## config.mk

```make
export PLATFORM = sky130hd
export DESIGN_NAME = t_decoder
export DESIGN_NICKNAME = d
export VERILOG_FILES = /design/src/rtl/t_decoder_pkg.sv /design/src/rtl/t_decoder_run_cnt.sv /design/src/rtl/t_decoder.sv
export SDC_FILE = /design/constraint.sdc
export NUM_CORES = 1
export LEC_CHECK = 0
export CORE_UTILIZATION = 30
export CTS_CLUSTER_SIZE = 20
export DETAILED_ROUTE_END_ITERATION = 8
export GPL_ROUTABILITY_DRIVEN = 0
export PLACE_DENSITY = 0.63
export REMOVE_ABC_BUFFERS = 1
export SYNTH_ARGS = -nofsm -noshare
export SYNTH_HDL_FRONTEND = slang
export SYNTH_SLANG_ARGS = --single-unit
```

## constraint.sdc

```tcl
create_clock -name clk -period 1.1 [get_ports clk]
set_input_delay 0.11 -clock clk [delete_from_list [all_inputs] [get_ports clk]]
set_output_delay 0.11 -clock clk [all_outputs]
set_load 0.03 [all_outputs]
```

## src/rtl/t_decoder_pkg.sv

```systemverilog
// Shared FSM state encoding and default parameters for the T-flip-flop line decoder.
package t_decoder_pkg;

    typedef logic [1:0] state_t;

    localparam state_t SYNC = 2'd0;
    localparam state_t RUN  = 2'd1;
    localparam state_t ERR  = 2'd2;

    localparam int MAX_RUN_DEF = 6;
    localparam int CNT_W_DEF   = 8;

endpackage

```

## src/rtl/t_decoder_run_cnt.sv

```systemverilog
// Run-length counter of consecutive decoded zeros; flags the increment that reaches MAX_RUN.
module t_decoder_run_cnt
    import t_decoder_pkg::*;
#(
    parameter int MAX_RUN = MAX_RUN_DEF
) (
    input  logic clk,
    input  logic rst,
    input  logic inc,
    input  logic clr,
    output logic at_limit
);

    localparam logic [3:0] LIMIT_M1 = 4'(MAX_RUN - 1);

    logic [3:0] cnt_reg;
    logic [3:0] cnt_next;

    // at_limit qualifies the current increment so the caller can react on the same edge
    assign at_limit = inc && (cnt_reg == LIMIT_M1);

    always_comb begin
        cnt_next = cnt_reg;
        if (clr) begin
            cnt_next = 4'd0;
        end else if (inc && (cnt_reg != 4'hf)) begin
            cnt_next = cnt_reg + 4'd1;
        end
    end

    always_ff @(posedge clk) begin
        if (rst) begin
            cnt_reg <= 4'd0;
        end else begin
            cnt_reg <= cnt_next;
        end
    end

endmodule

```

## src/rtl/t_decoder.sv

```systemverilog
// Recovers T bits from a T-flip-flop-encoded line and flags over-length hold runs.
// Optional toggle counter is built only when T_DECODER_CNT_EN is defined.
module t_decoder
    import t_decoder_pkg::*;
#(
    parameter int MAX_RUN = MAX_RUN_DEF,
    parameter int CNT_W   = CNT_W_DEF
) (
    input  logic             clk,
    input  logic             rst,
    input  logic             q_in,
    input  logic             q_valid,
    input  logic             err_clr,
    output logic             t_out,
    output logic             t_valid,
    output logic             run_err,
    output logic [CNT_W-1:0] toggle_cnt
);

    state_t state_reg;
    state_t state_next;
    logic   q_prev_reg;
    logic   t_out_reg;
    logic   t_valid_reg;
    logic   run_err_reg;

    logic accept;
    logic dec_bit;
    logic run_inc;
    logic run_clr;
    logic at_limit;

    assign accept  = (state_reg == RUN) && q_valid;
    assign dec_bit = q_in ^ q_prev_reg;
    assign run_inc = accept && !dec_bit;
    // err_clr outside ERR must not touch the run count
    assign run_clr = (accept && dec_bit) || ((state_reg == ERR) && err_clr);

    t_decoder_run_cnt #(
        .MAX_RUN (MAX_RUN)
    ) u_run_cnt (
        .clk      (clk),
        .rst      (rst),
        .inc      (run_inc),
        .clr      (run_clr),
        .at_limit (at_limit)
    );

    always_comb begin
        state_next = state_reg;
        case (state_reg)
            SYNC: if (q_valid) state_next = RUN;
            RUN:  if (at_limit) state_next = ERR;
            ERR:  if (err_clr) state_next = SYNC;
            default: state_next = SYNC;
        endcase
    end

    always_ff @(posedge clk) begin
        if (rst) begin
            state_reg   <= SYNC;
            q_prev_reg  <= 1'b0;
            t_out_reg   <= 1'b0;
            t_valid_reg <= 1'b0;
            run_err_reg <= 1'b0;
        end else begin
            state_reg   <= state_next;
            t_valid_reg <= accept;
            if (state_reg == SYNC && q_valid) begin
                q_prev_reg <= q_in;
            end
            if (accept) begin
                q_prev_reg <= q_in;
                t_out_reg  <= dec_bit;
            end
            if (at_limit) begin
                run_err_reg <= 1'b1;
            end else if (state_reg == ERR && err_clr) begin
                run_err_reg <= 1'b0;
            end
        end
    end

    assign t_out   = t_out_reg;
    assign t_valid = t_valid_reg;
    assign run_err = run_err_reg;

`ifdef T_DECODER_CNT_EN
    logic [CNT_W-1:0] toggle_reg;

    always_ff @(posedge clk) begin
        if (rst) begin
            toggle_reg <= '0;
        end else if (accept && dec_bit && (toggle_reg != {CNT_W{1'b1}})) begin
            toggle_reg <= toggle_reg + CNT_W'(1);
        end
    end

    assign toggle_cnt = toggle_reg;
`else
    assign toggle_cnt = '0;
`endif

endmodule

```

Fig. 1: run 1, floorplan with the power grid
Pins as bars on the die edge. Tap cells in gray.
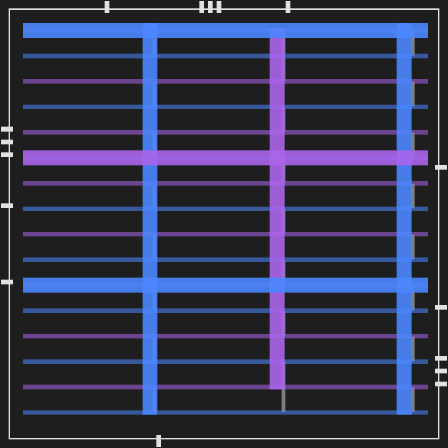
color	net
purple	VDD
blue	VSS
met5 straps	3
met1 rails	16
tap cells	25
rows	15
signal pins	16
maximum vdd drop: 0.743 mV
die x size: 45.7 um
core region area: 0.00176 mm^2
die height: 45.7 um

Fig. 2: run 1, routed clock nets over the placement
Scale bar: 10 um.
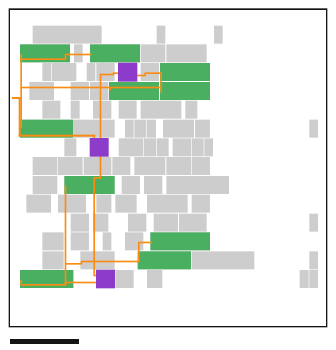
[purple] clock-net drivers | count: 3
[green] flip-flops | count: 10
[orange] clock wires | length: 145 um
routed clock nets	4
clk_lat worst skew: 0.26 ns
clk_skew: 0.000610 ns
clock power share: 0.371

Fig. 3: run 1, clock nets
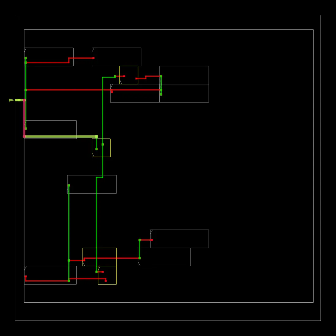
number of sequential cells: 10
clock sinks: 10
clock buffer count: 4
clock group power: 0.000331 W

## run 1: timing repair
| item | 4_1_cts | 5_1_grt |
|---|---|---|
| pin swaps | 5 | 7 |
| endpoints found under the setup margin | 8 | 8 |
| gates resized | 16 | 8 |
| buffers inserted | 2 | 0 |
## run 1: how the worst max path moves through the flow
stage                                      startpoint                           endpoint  slack [ns]  depth (start not counted)
finish                      state_reg[1]$_SDFFE_PP0P_  u_run_cnt.cnt_reg[1]$_SDFFE_PP0P_       -0.01                          4
global route                state_reg[1]$_SDFFE_PP0P_  u_run_cnt.cnt_reg[1]$_SDFFE_PP0P_       -0.07                          4
global placement                                 q_in  u_run_cnt.cnt_reg[2]$_SDFFE_PP0P_       -0.25                          4
CTS                 u_run_cnt.cnt_reg[0]$_SDFFE_PP0P_          state_reg[0]$_SDFFE_PP0P_      -0.004                          4
floorplan           u_run_cnt.cnt_reg[0]$_SDFFE_PP0P_  u_run_cnt.cnt_reg[3]$_SDFFE_PP0P_       0.008                          4
detailed placement                               q_in  u_run_cnt.cnt_reg[2]$_SDFFE_PP0P_       -0.27                          4
## run 1: worst max-delay path, stage by stage (launching register included)
cell,delay (ns)
dfxtp_2,0.34
buf_6,0.11
nand3b_1,0.18
a41oi_2,0.24
o32ai_2,0.12
## run 1: placed cells by master (no fill, tap or decap), types with 3 or more instances in the layout
cell	count
dfxtp_1	6
clkdlybuf4s50_1	4
conb_1	8
a41oi_2	3
nor2_1	4
clkbuf_4	3
buf_4	13
nand3b_1	3
dfxtp_2	3
## run 1: power breakdown
group	leakage (nW)	internal (W)	switching, W	total [W]
combinational	0.219	0.0000758	0.000103	0.000179
sequential	0.0834	0.000372	0.0000105	0.000383
clock	0.0210	0.000201	0.000130	0.000331
total	0.323	0.000649	0.000244	0.000893
==> reports/metrics.cfg, run 1 <==
[yosys]
ys_sh_simple=0.223
yosysWarnings=0
synth_seq_share=0.349
synth.most_common_cell=dfxtp_1
aoi_share=0.175
ys_chip_area_um2=573
synth_flops=10
synth_top_area_share=0.349
yosys_cells=61
area_leaders=dfxtp_1 35%, buf_4 12%, xnor2_4 4.8%
synth-xor-area-share=0.0480
synth.distinct_cells=24
synth-async-reset-ratio=0
fa_ha_area_frac=0.0437
synth-edff-count=0

[timing]
setup_ws_ns=-0.0137
rsz0062_at_grt=yes
max_freq_ghz=0.898
slew_violations=0
fin_tns_setup_ns=-0.0233
finalHoldViolCount=0
period_minus_slack_ns=1.11
setup_viol=3

[floorplanning]
num_io_pins=16
core_util_floorplan=0.325
tapCellCount=25

[clocking]
clkTransAtPathRegs_ns=0.07
htree_levels=1
cts_buffers=3
cts_hold_buffers=0
cts_buffer_depth=2

[finish]
buffer_area_frac=0.200
seqCellArea_um2=208
stdcell_area_um2=850
drive_gt1_frac=0.463
clockNetworkAreaShare=0.0427
fill_cells=174
comb_area_frac=0.467
nets=90
largest_reg_flops=4
final_core_util=0.482
buffers=20
logic_area_um2=397
antenna_cells=0
syn2layout_area_growth_pct=48.3
fin_cells=107
seq_share=0.244
logic_gates=46

[min_path]
hp-class=reg -> reg
hold_path_depth=2
worst_hold_startpoint=run_err$_SDFFE_PP0P_

[flow_run]
warnings=28

[status]
violations=setup timing
outcome=finished, violations left

[detailed_routing]
wl_met2_um=679
detail_route.first_pass.iterations=3
routed_wl_um=1230
vias_per_cell=4.64
ant_nets=0
met1_length_um=516
drt-initial-drc-count=9
routed-via-count=496
route.detailed.drc=0

[grt]
grt_pass1_wl_um=1870
antenna_found_initial=0
grt_max_degree=9
gr-max-usage-layer=met2
grtUsageMet3=0.0238
first_global_vias=468
grt_use_met1=0.144

[power]
power.leakage_nw=0.323
powerDensity_mw_per_mm2=1050
p_total_w=0.000893

[setup_path]
cp.arrival_ns=1.26
crit_path_end_kind=flip-flop

[placement]
place_inst=101

Fig. 4: run 1, cell classes on the final placement
Scale bar: 10 um.
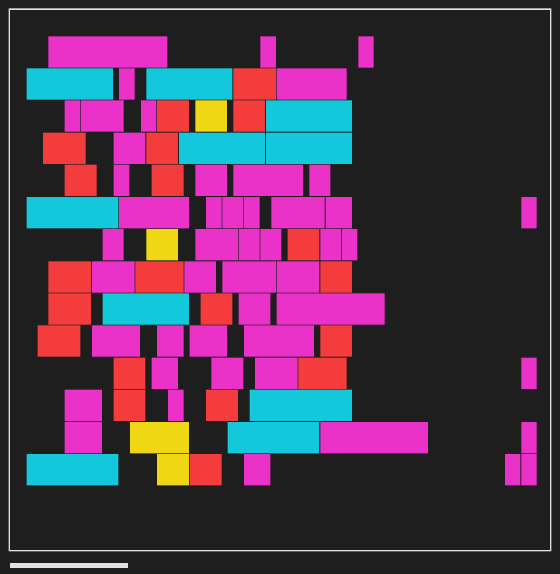

==> run 2, diff against run 1 <==
- GPL_TIMING_DRIVEN: default -> 0
Fig. 5: run 2, cell classes on the final placement
Scale bar: 10 um.
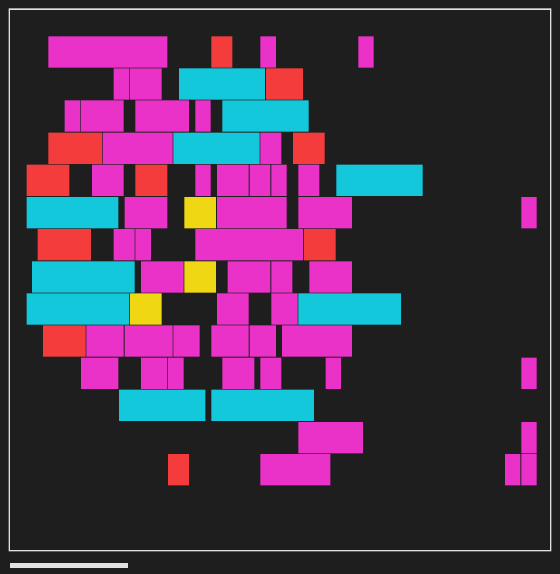
color	class	cells	share of their area
red	remaining buffers and delay cells	10	12%
yellow	clock-net drivers	3	3.1%
cyan	registers	10	30%
magenta	remaining logic cells	48	55%
sequential cell area share: 0.288
Cell Rows: 15

Fig. 6: run 2, floorplan with the power grid
Pins as bars on the die edge. Tap cells in gray.
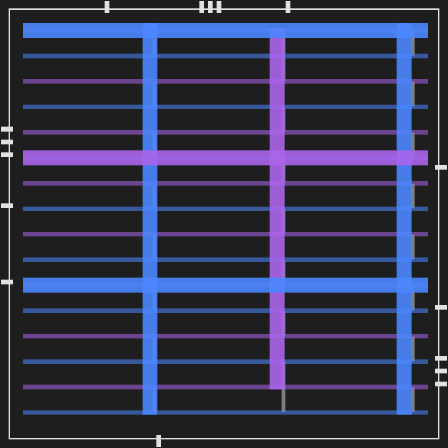
color	net
purple	VDD
blue	VSS
met1 rails	16
met5 straps	3
signal pins	16
maximum vdd drop: 0.958 mV

Fig. 7: run 2, clock nets
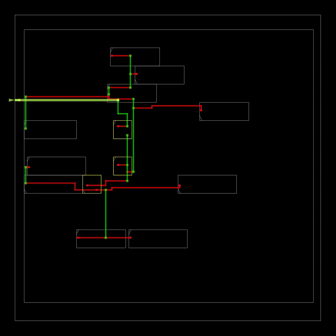
number of CTS-inserted buffers: 3
clock buffer count: 3

==> run 2 against run 1 <==
- non-clock buffer count fell by 10
- setup slack got worse by 0.042 ns
- worst hold slack got worse by 0.30 ns
- clock-buffer cell count fell by 1
- design area fell by 12%
- the flow still finishes with violations (setup timing)
- register-to-register slack got worse by 0.04 ns
- global-route usage fell by 2.1 points
==> reports/metrics.cfg, run 2 <==
[status]
outcome=finished, violations left
violations=setup timing

[finish]
stdcell_area_um2=751  ; -12%
fill_cells=177  ; +1.7%
syn2layout_area_growth_pct=31.0
fin_cells=96  ; -10%
antenna_cells=0  ; unchanged
logic_area_um2=387  ; -2.5%
largest_reg_flops=4  ; unchanged
lay_top_cells=8 x conb_1, 5 x dfxtp_1, 4 x nor2_1, 4 x dfxtp_4
drive_gt1_frac=0.408  ; -0.0550
nets=80  ; -11%
seqCellArea_um2=216  ; +4.2%
final_core_util=0.426  ; -0.0560
layout.cells.most_common=conb_1

[clocking]
cts_sinks=10  ; unchanged
cts_buffer_depth=2  ; unchanged
clkTransAtPathRegs_ns=0.06  ; about the same
clk_latency_ns=0.26  ; about the same
htree_levels=1  ; unchanged

[power]
powerDensity_mw_per_mm2=1030  ; -2.1%
power.leakage_nw=0.285  ; -12%
p_total_w=0.000772  ; -14%

[grt]
first_global_vias=376  ; -20%
grt_pass1_wl_um=1570  ; -16%
grt_use_met1=0.145  ; +0.00104
grtUsageMet3=0.0357  ; +0.0119
gr-max-usage-layer=met2

[yosys]
ys_chip_area_um2=573  ; unchanged
synth.most_common_cell=dfxtp_1
aoi_share=0.175  ; unchanged
area_leaders=dfxtp_1 35%, buf_4 12%, xnor2_4 4.8%
ys_sh_simple=0.223  ; unchanged
synth_top_area_share=0.349  ; unchanged
synth-edff-count=0  ; unchanged
yosys_cells=61  ; unchanged
synth_seq_share=0.349  ; unchanged
synth-async-reset-ratio=0  ; unchanged
yosysWarnings=0  ; unchanged
synth.distinct_cells=24  ; unchanged
fa_ha_area_frac=0.0437  ; unchanged
synth-xor-area-share=0.0480  ; unchanged
flop_cell=dfxtp_1

[floorplanning]
coreArea_mm2=0.00176  ; unchanged
die_x_um=45.7  ; unchanged
die_y_um=45.7  ; unchanged
core_util_floorplan=0.325  ; unchanged
num_io_pins=16  ; unchanged

[detailed_routing]
wl_met2_um=588  ; -13%
route.detailed.drc=0  ; unchanged
vias_per_cell=4.67  ; +0.67%
drt-initial-drc-count=10  ; +1
routed-via-count=448  ; -9.7%
met1_length_um=480  ; -7.0%
ant_nets=0  ; unchanged
detail_route.first_pass.iterations=4  ; +1
routed_wl_um=1100  ; -10%

[placement]
place_inst=90  ; -11%

[timing]
slew_violations=0  ; unchanged
finalHoldViolCount=0  ; unchanged
rsz0062_at_grt=yes
period_minus_slack_ns=1.16  ; +0.0425 ns
fin_tns_setup_ns=-0.0562  ; -0.0329 ns
setup_viol=1  ; -2
max_freq_ghz=0.865  ; -3.7%
fin_skew_ns=0.00734  ; +0.00673 ns
setup_ws_ns=-0.0562  ; -0.0425 ns

[setup_path]
crit_path_end_kind=flip-flop

[min_path]
hp-class=in -> reg

[flow_run]
warnings=27  ; -3.6%

[run 2: cell counts after synthesis]
Identical to the previous run, type by type.
[run 2: critical path: stages, from the launching register on]
cell	delay, ns
dfxtp_4	0.36
and3b_2	0.36
nand3_2	0.12
o32ai_2	0.22
[run 2: cell type report]
class,count,share of cell area
well taps,25,0.0417
repair buffers,10,0.115
multi-input cells,46,0.515
clock buffers,3,0.0300
flip-flops and latches,10,0.288
inverters,2,0.0100
[run 2: timing repair]
| action | in CTS | in global routing |
|---|---|---|
| setup endpoints to repair | 11 | 10 |
| pin swaps | 1 | 7 |
| setup buffers | 1 | 2 |
| hold buffers | 0 | 0 |
| resized | 9 | 25 |
[run 2: cells by family (layout without fill, tap and decap cells)]
group / count (synthesis) / count (layout)
buffers and inverters: 12 / 15
AND-OR/OR-AND: 14 / 14
flip-flops: 10 / 10
multiplexers: 1 / 1
XOR/XNOR: 1 / 1
other: 1 / 8
adder cells (fa/ha/maj): 2 / 2
AND/OR/NAND/NOR: 20 / 20
[run 2: report_power, final]
group	total (W)	internal, W	switching (W)
registers	0.000380	0.000367	0.0000132
logic	0.000148	0.0000539	0.0000943
clock network	0.000244	0.000126	0.000118
total	0.000772	0.000547	0.000226
[run 2: worst paths after layout]
kind	to	depth (start not counted)	slack (ns)	startpoint
max	u_run_cnt.cnt_reg[1]$_SDFFE_PP0P_	3	-0.06	state_reg[1]$_SDFFE_PP0P_
min	state_reg[0]$_SDFFE_PP0P_	2	0.19	q_valid
max reg2reg	u_run_cnt.cnt_reg[1]$_SDFFE_PP0P_	3	-0.06	state_reg[1]$_SDFFE_PP0P_
min reg2reg	run_err$_SDFFE_PP0P_	2	0.47	run_err$_SDFFE_PP0P_
==> run 3, diff against run 2 <==
- CAP_MARGIN: default -> 20
- GPL_ROUTABILITY_DRIVEN: 0 -> 1
Fig. 8: run 3, clock nets
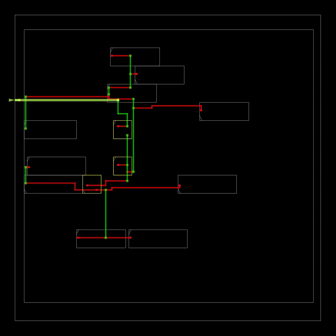
clk_skew: 0.00734 ns
clock group power: 0.000244 W

Fig. 9: run 3, floorplan with the power grid
Pins as bars on the die edge. Tap cells in gray.
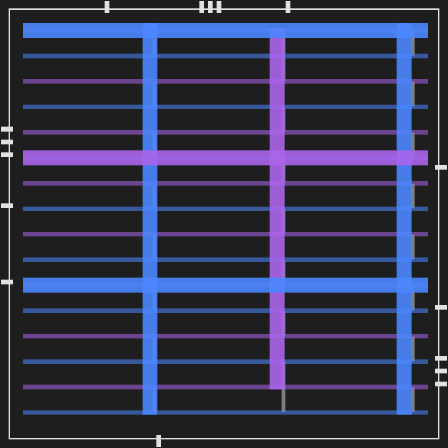
color	net
purple	VDD
blue	VSS
met4 straps	3
met1 rails	16
rows	15

==> run 3 against run 2 <==
- the run still ends with setup timing left
- design area stayed put
- synthesized cell count stayed put
- utilization stayed put
- register-to-register slack hardly changed
- power stayed put
- clock power hardly changed
- first-iteration DRC count stayed put
- critical path type unchanged
==> reports/metrics.cfg, run 3 <==
[status]
outcome=finished, violations left
violations=setup timing

[yosys]
synth-async-reset-ratio=0  ; unchanged
synth_top_area_share=0.349  ; unchanged
synth-edff-count=0  ; unchanged
synth.most_common_cell=dfxtp_1
yosysWarnings=0  ; unchanged
ys_chip_area_um2=573  ; unchanged
area_leaders=dfxtp_1 35%, buf_4 12%, xnor2_4 4.8%
yosys_cells=61  ; unchanged
flop_cell=dfxtp_1

[detailed_routing]
vias_per_cell=4.67  ; unchanged
detail_route.first_pass.iterations=4  ; unchanged
routed-via-count=448  ; unchanged
routed_wl_um=1100  ; unchanged
drt-initial-drc-count=10  ; unchanged
ant_nets=0  ; unchanged
route.detailed.drc=0  ; unchanged

[finish]
drive_gt1_frac=0.408  ; unchanged
antenna_cells=0  ; unchanged
syn2layout_area_growth_pct=31.0  ; unchanged
seqCellArea_um2=216  ; unchanged
fill_cells=177  ; unchanged
final_core_util=0.426  ; unchanged
nets=80  ; unchanged
lay_top_cells=8 x conb_1, 5 x dfxtp_1, 4 x nor2_1, 4 x dfxtp_4

[flow_run]
warnings=27  ; unchanged

[power]
power.leakage_nw=0.285  ; unchanged
powerDensity_mw_per_mm2=1030  ; unchanged
switchingPower_w=0.000226  ; unchanged
comb_power_w=0.000148  ; about the same
p_int_w=0.000547  ; unchanged
ir_drop_mv=0.958  ; unchanged
seqPwrFrac=0.492  ; about the same

[setup_path]
cp-start-kind=flip-flop
r2r_slack_ns=-0.06  ; about the same
rr_worst_depth=3  ; unchanged
crit_path_start=state_reg[1]$_SDFFE_PP0P_
timing.rr.start=state_reg[1]$_SDFFE_PP0P_
crit_path_end=u_run_cnt.cnt_reg[1]$_SDFFE_PP0P_
crit_path_end_kind=flip-flop
cp.arrival_ns=1.31
r2r_end=u_run_cnt.cnt_reg[1]$_SDFFE_PP0P_

[timing]
slew_violations=0  ; unchanged
setup_viol=1  ; unchanged
setup_ws_ns=-0.0562  ; unchanged
max_freq_ghz=0.865  ; unchanged
rsz0062_at_grt=yes

[grt]
grt_pass1_wl_um=1570  ; unchanged
first_global_vias=376  ; unchanged

[clocking]
cts_buffers=3  ; unchanged
clkTransAtPathRegs_ns=0.06  ; about the same
htree_levels=1  ; unchanged
cts_buffer_depth=2  ; unchanged
cts_root_buffer=clkbuf_4
cts_sinks=10  ; unchanged
clk_latency_ns=0.26  ; about the same

[min_path]
holdPathEnd=state_reg[0]$_SDFFE_PP0P_
hp-class=in -> reg
worst_hold_startpoint=q_valid
hold_path_depth=2  ; unchanged

[floorplanning]
die_x_um=45.7  ; unchanged
die_y_um=45.7  ; unchanged
num_io_pins=16  ; unchanged
row_count=15  ; unchanged

Fig. 10: run 3, selected gate families
Scale bar: 10 um.
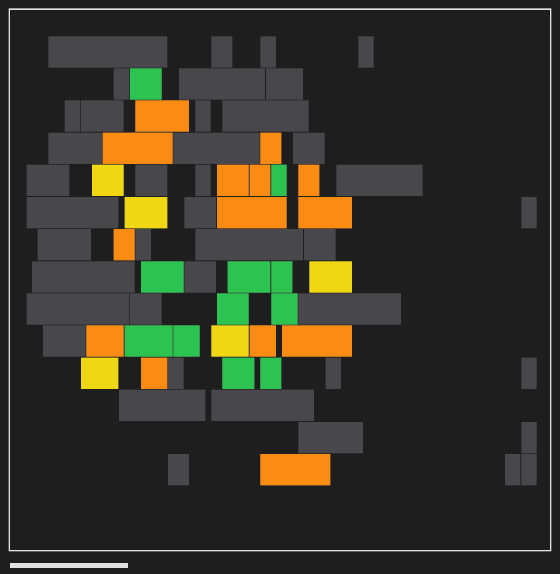
color	family	cells
yellow	and/or cells	5
orange	aoi and oai cells	14
green	nand cells	11
Comb area share: 0.515
final cell count without fillers: 96
Commonest Layout Cell: conb_1

-- run 3: cell counts in the layout (fill, tap and decap cells not counted) --
No cell type changed its count.
-- run 3: layout make-up --
type | instances | area share
multi-input combinational | 46 | 0.515
sequential | 10 | 0.288
timing repair buffer | 10 | 0.115
tap | 25 | 0.0417
clock buffer | 3 | 0.0300
inverter | 2 | 0.0100
-- run 3: per-layer routing --
layer  GRT usage  vias to the layer above  wire length [um]  part of all wire
li1            -                      224                 -                 -
met1       0.145                      212               480              0.44
met2       0.154                       12               588              0.53
met3      0.0357                        0                32             0.029
met4      0.0353                        0                 0                 0
met5           0                        -                 0                 0
-- run 3: worst max-delay path, cell delays in order (launching register included) --
cell and delay, ns:
dfxtp_4 0.36, and3b_2 0.36, nand3_2 0.12, o32ai_2 0.22
-- run 3: cells by family (layout without fill, tap and decap cells) --
family | count (synthesis) | after routing | share of synthesized area
simple gates | 20 | 20 | 0.223
compound gates | 14 | 14 | 0.175
buf+inv | 12 | 15 | 0.138
flops | 10 | 10 | 0.349
fa+ha+maj | 2 | 2 | 0.0437
other cells | 1 | 8 | 0.00654
xor+xnor | 1 | 1 | 0.0480
mux | 1 | 1 | 0.0175
-- run 3: through the flow --
stage                     power, W  worst slack [ns]  area [um^2]  instances  setup TNS (ns)
final                     0.000772           -0.0562          751         96         -0.0562
after global routing      0.000811           -0.0911          751         96          -0.248
after CTS                 0.000763           0.00440          664         94               0
after detailed placement  0.000520            -0.348          629         90           -2.17
after global placement    0.000519            -0.337          629         90           -2.05
after floorplan           0.000481           0.00818          528         58               0
-- run 3: what timing repair did --
action / CTS / global route
pin swaps: 1 / 7
buffers inserted: 1 / 2
endpoints found under the setup margin: 11 / 10
resized: 9 / 25
Power and IR drop assume default switching activity.
